<file path="config.mk">
export PLATFORM = sky130hd
export DESIGN_NAME = v_state_table_flat
export DESIGN_NICKNAME = d
export VERILOG_FILES = /design/src/rtl/v_state_table_if.sv /design/src/rtl/v_state_table.sv /design/src/flat_wrapper.sv
export SDC_FILE = /design/constraint.sdc
export NUM_CORES = 2
export LEC_CHECK = 0
export CORE_UTILIZATION = 58
export CTS_CLUSTER_DIAMETER = 60
export DETAILED_ROUTE_END_ITERATION = 16
export PLACE_DENSITY = 0.89
export SLEW_MARGIN = 0
export SYNTH_ARGS = -nofsm -noshare
export SYNTH_HDL_FRONTEND = slang
export SYNTH_SLANG_ARGS = --single-unit
</file>
<file path="constraint.sdc">
create_clock -name clk -period 35.3 [get_ports clk]
set_clock_uncertainty 0.05 [all_clocks]
set_input_delay 5.295 -clock clk [delete_from_list [all_inputs] [get_ports clk]]
set_output_delay 5.295 -clock clk [all_outputs]
set_load 0.005 [all_outputs]
</file>
<file path="src/rtl/v_state_table_if.sv">
// Shared configuration, list-state types and the lookup/writeback bundle
// between the context state table and the list-update datapath.

package cfg_pkg;
  localparam int CONTEXT_N = 4;
  localparam int ENTRIES_N = 4;
endpackage

package v_pkg;
  localparam int ID_W  = $clog2(cfg_pkg::CONTEXT_N);
  localparam int LS_W  = $clog2(cfg_pkg::ENTRIES_N + 1);

  typedef logic [ID_W-1:0] id_t;

  typedef struct packed {
    logic [LS_W-1:0]                          listsize;
    logic [cfg_pkg::ENTRIES_N-1:0]            vld;
    logic [cfg_pkg::ENTRIES_N-1:0][63:0]      key;
    logic [cfg_pkg::ENTRIES_N-1:0][31:0]      volume;
  } state_t;
endpackage

interface v_state_table_if;
  import v_pkg::*;

  logic   clr;
  logic   init_busy_r;
  logic   rd_vld;
  id_t    rd_id;
  logic   rd_rdy;
  logic   rsp_vld_r;
  id_t    rsp_id_r;
  state_t rsp_state_r;
  logic   wr_vld;
  id_t    wr_id;
  state_t wr_state;

  modport master (
    output clr, rd_vld, rd_id, wr_vld, wr_id, wr_state,
    input  init_busy_r, rd_rdy, rsp_vld_r, rsp_id_r, rsp_state_r
  );

  modport slave (
    input  clr, rd_vld, rd_id, wr_vld, wr_id, wr_state,
    output init_busy_r, rd_rdy, rsp_vld_r, rsp_id_r, rsp_state_r
  );
endinterface

</file>
<file path="src/rtl/v_state_table.sv">
// Per-context list-state table: one-cycle lookup with write-first bypass,
// writeback from the update datapath, and a clear sweep after reset or clr.

module v_state_table
  import v_pkg::*;
#(
  parameter int CONTEXT_N = cfg_pkg::CONTEXT_N,
  parameter int ENTRIES_N = cfg_pkg::ENTRIES_N
) (
  input  logic           clk,
  input  logic           arst_n,
  v_state_table_if.slave bus
);

  if (CONTEXT_N < 2 || CONTEXT_N > (1 << ID_W)) begin : g_bad_depth
    $error("v_state_table: CONTEXT_N out of range for id_t");
  end
  if (ENTRIES_N != cfg_pkg::ENTRIES_N) begin : g_bad_entries
    $error("v_state_table: ENTRIES_N must match state_t layout");
  end

  typedef enum logic {INIT = 1'b0, READY = 1'b1} fsm_e;

  localparam id_t LAST_IDX = id_t'(CONTEXT_N - 1);

  fsm_e   state_r, state_nxt;
  id_t    idx_r, idx_nxt;
  state_t mem [CONTEXT_N];
  state_t rd_data;
  logic   rd_fire, rd_in_range, wr_in_range, wr_en, wr_hit;

  assign bus.rd_rdy  = !bus.init_busy_r;
  assign rd_fire     = bus.rd_vld && bus.rd_rdy;
  assign rd_in_range = int'(bus.rd_id) < CONTEXT_N;
  assign wr_in_range = int'(bus.wr_id) < CONTEXT_N;
  assign wr_en       = bus.wr_vld && (state_r == READY) && wr_in_range;
  assign wr_hit      = wr_en && (bus.wr_id == bus.rd_id);

  // NOTE: every always_comb output gets a default first so no path infers a latch.
  always_comb begin
    state_nxt = state_r;
    idx_nxt   = idx_r;
    unique case (state_r)
      INIT: begin
        idx_nxt = idx_r + id_t'(1);
        if (idx_r == LAST_IDX) begin
          state_nxt = READY;
          idx_nxt   = '0;
        end
      end
      READY: ;
      default: ;
    endcase
    if (bus.clr) begin
      state_nxt = INIT;
      idx_nxt   = '0;
    end
  end

  // NOTE: sequential state uses non-blocking assignments so all flops update together.
  always_ff @(posedge clk or negedge arst_n) begin
    if (!arst_n) begin
      state_r         <= INIT;
      idx_r           <= '0;
      bus.init_busy_r <= 1'b1;
    end else begin
      state_r         <= state_nxt;
      idx_r           <= idx_nxt;
      bus.init_busy_r <= (state_nxt == INIT);
    end
  end

  // NOTE: the array has no reset; the init sweep is what zeroes it.
  always_ff @(posedge clk) begin
    if (state_r == INIT) begin
      mem[idx_r] <= '0;
    end else if (wr_en) begin
      mem[bus.wr_id] <= bus.wr_state;
    end
  end

  // Same-cycle writeback to the looked-up id wins over the stored value.
  always_comb begin
    rd_data = '0;
    if (rd_in_range) begin
      rd_data = wr_hit ? bus.wr_state : mem[bus.rd_id];
    end
  end

  always_ff @(posedge clk or negedge arst_n) begin
    if (!arst_n) begin
      bus.rsp_vld_r   <= 1'b0;
      bus.rsp_id_r    <= '0;
      bus.rsp_state_r <= '0;
    end else begin
      bus.rsp_vld_r <= rd_fire;
      if (rd_fire) begin
        bus.rsp_id_r    <= bus.rd_id;
        bus.rsp_state_r <= rd_data;
      end
    end
  end

`ifndef SYNTHESIS
  a_wr_in_init: assert property (@(posedge clk) disable iff (!arst_n)
    !(bus.wr_vld && state_r == INIT))
    else $warning("v_state_table: wr_vld during init sweep, write dropped");

  a_rd_range: assert property (@(posedge clk) disable iff (!arst_n)
    !(rd_fire && !rd_in_range))
    else $warning("v_state_table: rd_id beyond CONTEXT_N");

  a_wr_range: assert property (@(posedge clk) disable iff (!arst_n)
    !(bus.wr_vld && !wr_in_range))
    else $warning("v_state_table: wr_id beyond CONTEXT_N");
`endif

endmodule

</file>
<file path="src/flat_wrapper.sv">
// flat-port wrapper written by rule: the top's interface ports become plain ports
module v_state_table_flat import v_pkg::*;
#(
  parameter int CONTEXT_N = cfg_pkg::CONTEXT_N,
  parameter int ENTRIES_N = cfg_pkg::ENTRIES_N
)
  (clk, arst_n, bus_clr, bus_rd_vld, bus_rd_id, bus_wr_vld, bus_wr_id, bus_wr_state, bus_init_busy_r, bus_rd_rdy, bus_rsp_vld_r, bus_rsp_id_r, bus_rsp_state_r);
  v_state_table_if bus_i ();
  input  logic clk;
  input  logic arst_n;
  input wire logic [$bits(bus_i.clr)-1:0] bus_clr;
  input wire logic [$bits(bus_i.rd_vld)-1:0] bus_rd_vld;
  input wire logic [$bits(bus_i.rd_id)-1:0] bus_rd_id;
  input wire logic [$bits(bus_i.wr_vld)-1:0] bus_wr_vld;
  input wire logic [$bits(bus_i.wr_id)-1:0] bus_wr_id;
  input wire logic [$bits(bus_i.wr_state)-1:0] bus_wr_state;
  output wire logic [$bits(bus_i.init_busy_r)-1:0] bus_init_busy_r;
  output wire logic [$bits(bus_i.rd_rdy)-1:0] bus_rd_rdy;
  output wire logic [$bits(bus_i.rsp_vld_r)-1:0] bus_rsp_vld_r;
  output wire logic [$bits(bus_i.rsp_id_r)-1:0] bus_rsp_id_r;
  output wire logic [$bits(bus_i.rsp_state_r)-1:0] bus_rsp_state_r;
  assign bus_i.clr = bus_clr;
  assign bus_i.rd_vld = bus_rd_vld;
  assign bus_i.rd_id = bus_rd_id;
  assign bus_i.wr_vld = bus_wr_vld;
  assign bus_i.wr_id = bus_wr_id;
  assign bus_i.wr_state = bus_wr_state;
  assign bus_init_busy_r = bus_i.init_busy_r;
  assign bus_rd_rdy = bus_i.rd_rdy;
  assign bus_rsp_vld_r = bus_i.rsp_vld_r;
  assign bus_rsp_id_r = bus_i.rsp_id_r;
  assign bus_rsp_state_r = bus_i.rsp_state_r;
  v_state_table #(.CONTEXT_N(CONTEXT_N), .ENTRIES_N(ENTRIES_N)) u_core (.clk(clk), .arst_n(arst_n), .bus(bus_i));
endmodule
</file>
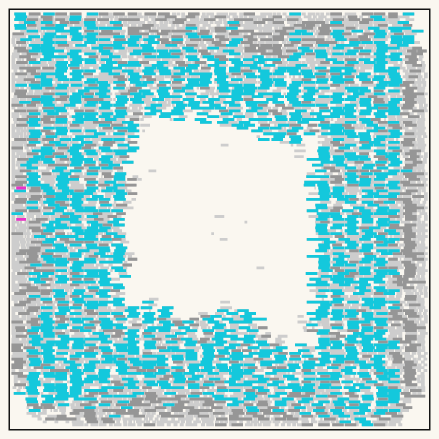
ff_map.png
legend:
  cyan:
    signal: u_core.mem
    flops: 1564
    where: all over the die
  magenta:
    signal: u_core.bus.rsp_id_r
    flops: 2
seq pwr: 0.00408 W
sequential cell area share: 63.2%
final core utilization: 69.4%
FF/Latch Area: 68700 um2

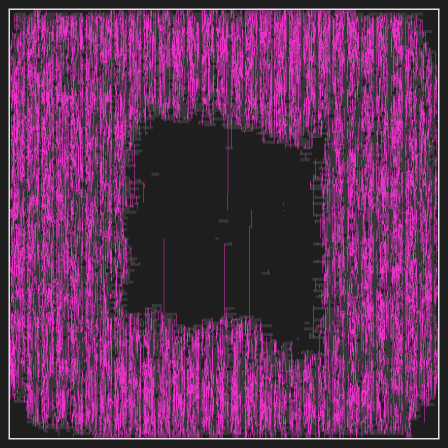
m2.png
Cells faint in the background.
wire length on this layer: 115 mm
nets with wire on the layer: 5240
share of all routed wire: 51%
longest straight run: 139 um
main direction: vertical

==> CHANGELOG.md <==
### Changed

* MI comb area at 21400 um2
* Final setup violation count at 0
* Max stage delay cell, worst path: dfrtp_4
* DR WL met2 at around 110 mm
* CTS tree: built
* Number of remaining DRC errors at 0
* Final Power at ~0.0085 W
* Status: finished clean
* Sw power at 0.00225 W
* Critical Path RT at 29950 ps
* XOR/XNOR Area Share at less than 1%
* WHS at 455 ps
* Placement Cell Area at between 100000 and 150000 um2
* Crit-path cells: buf_4 > buf_4 > buf_4 > mux2_2 > clkdlybuf4s50_1
* Seq pwr share at between 40% and 50%
* Final Max Slew Viols at 0
* Clk sinks at 2354
* Hold_buf cts at 0
* Critical Path AT at 5100 ps
* Crit end category: primary output
* Via density per instance at 6.43
* Final worst slack at 24860 ps
* Gr usage total at 28.0%
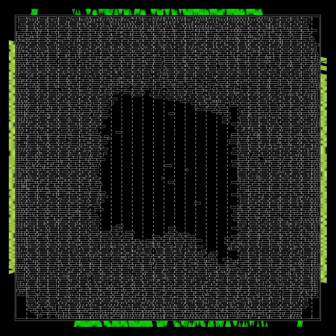
placed.png
Finished Layout Cells: 7281
Std-Cell Rows: 145
FFs & Latches: 2354
core area: 157000 um2
# fillers: 8446

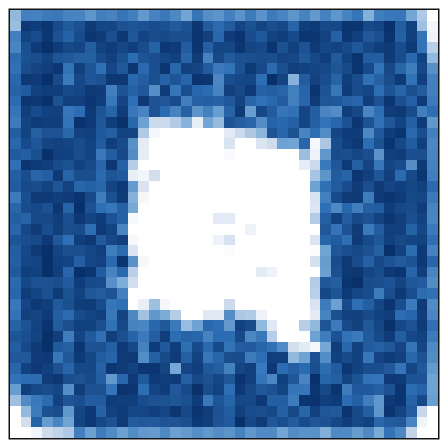
util_map.png
40 x 40 tiles, from white (low) to dark blue (high), 0 to 100% covered.
mean over tiles: 67%
emptiest ninth of the die: center
nearly empty tiles: 16%
tiles over 75% full: 61%
initial core utilization: 58.5%

[synthesized netlist by cell type, drive strengths merged]
master  number  share of area (%)
or2          1             0.0068
nand2b       3              0.020
clkbuf     104               0.43
mux2       784                 11
dfrtp      398                 11
mux4       391                9.6
mux2i        1              0.011
xor2         2              0.019
or3          1             0.0068
ha           1              0.014
and3       391                2.7
nand2        3              0.012
nor2         3              0.012
dfstp        1              0.029
buf        161                1.3
o22ai        2              0.014
inv          3              0.012
a21oi        1             0.0055
nor2b        1             0.0068
nand4b       1             0.0096
edfxtp    1955                 64
o32ai        3              0.029
[path summary, 6_finish.rpt]
kind                                  endpoint  slack, ps
min reg2reg                          flip-flop        460
min                                  flip-flop        460
min in group asynchronous            async pin       4430
max                        bus_rsp_state_r[94]      24860
max reg2reg                 u_core.mem[0][115]      29560
max in group asynchronous            async pin      28560
Power and IR drop assume default switching activity.
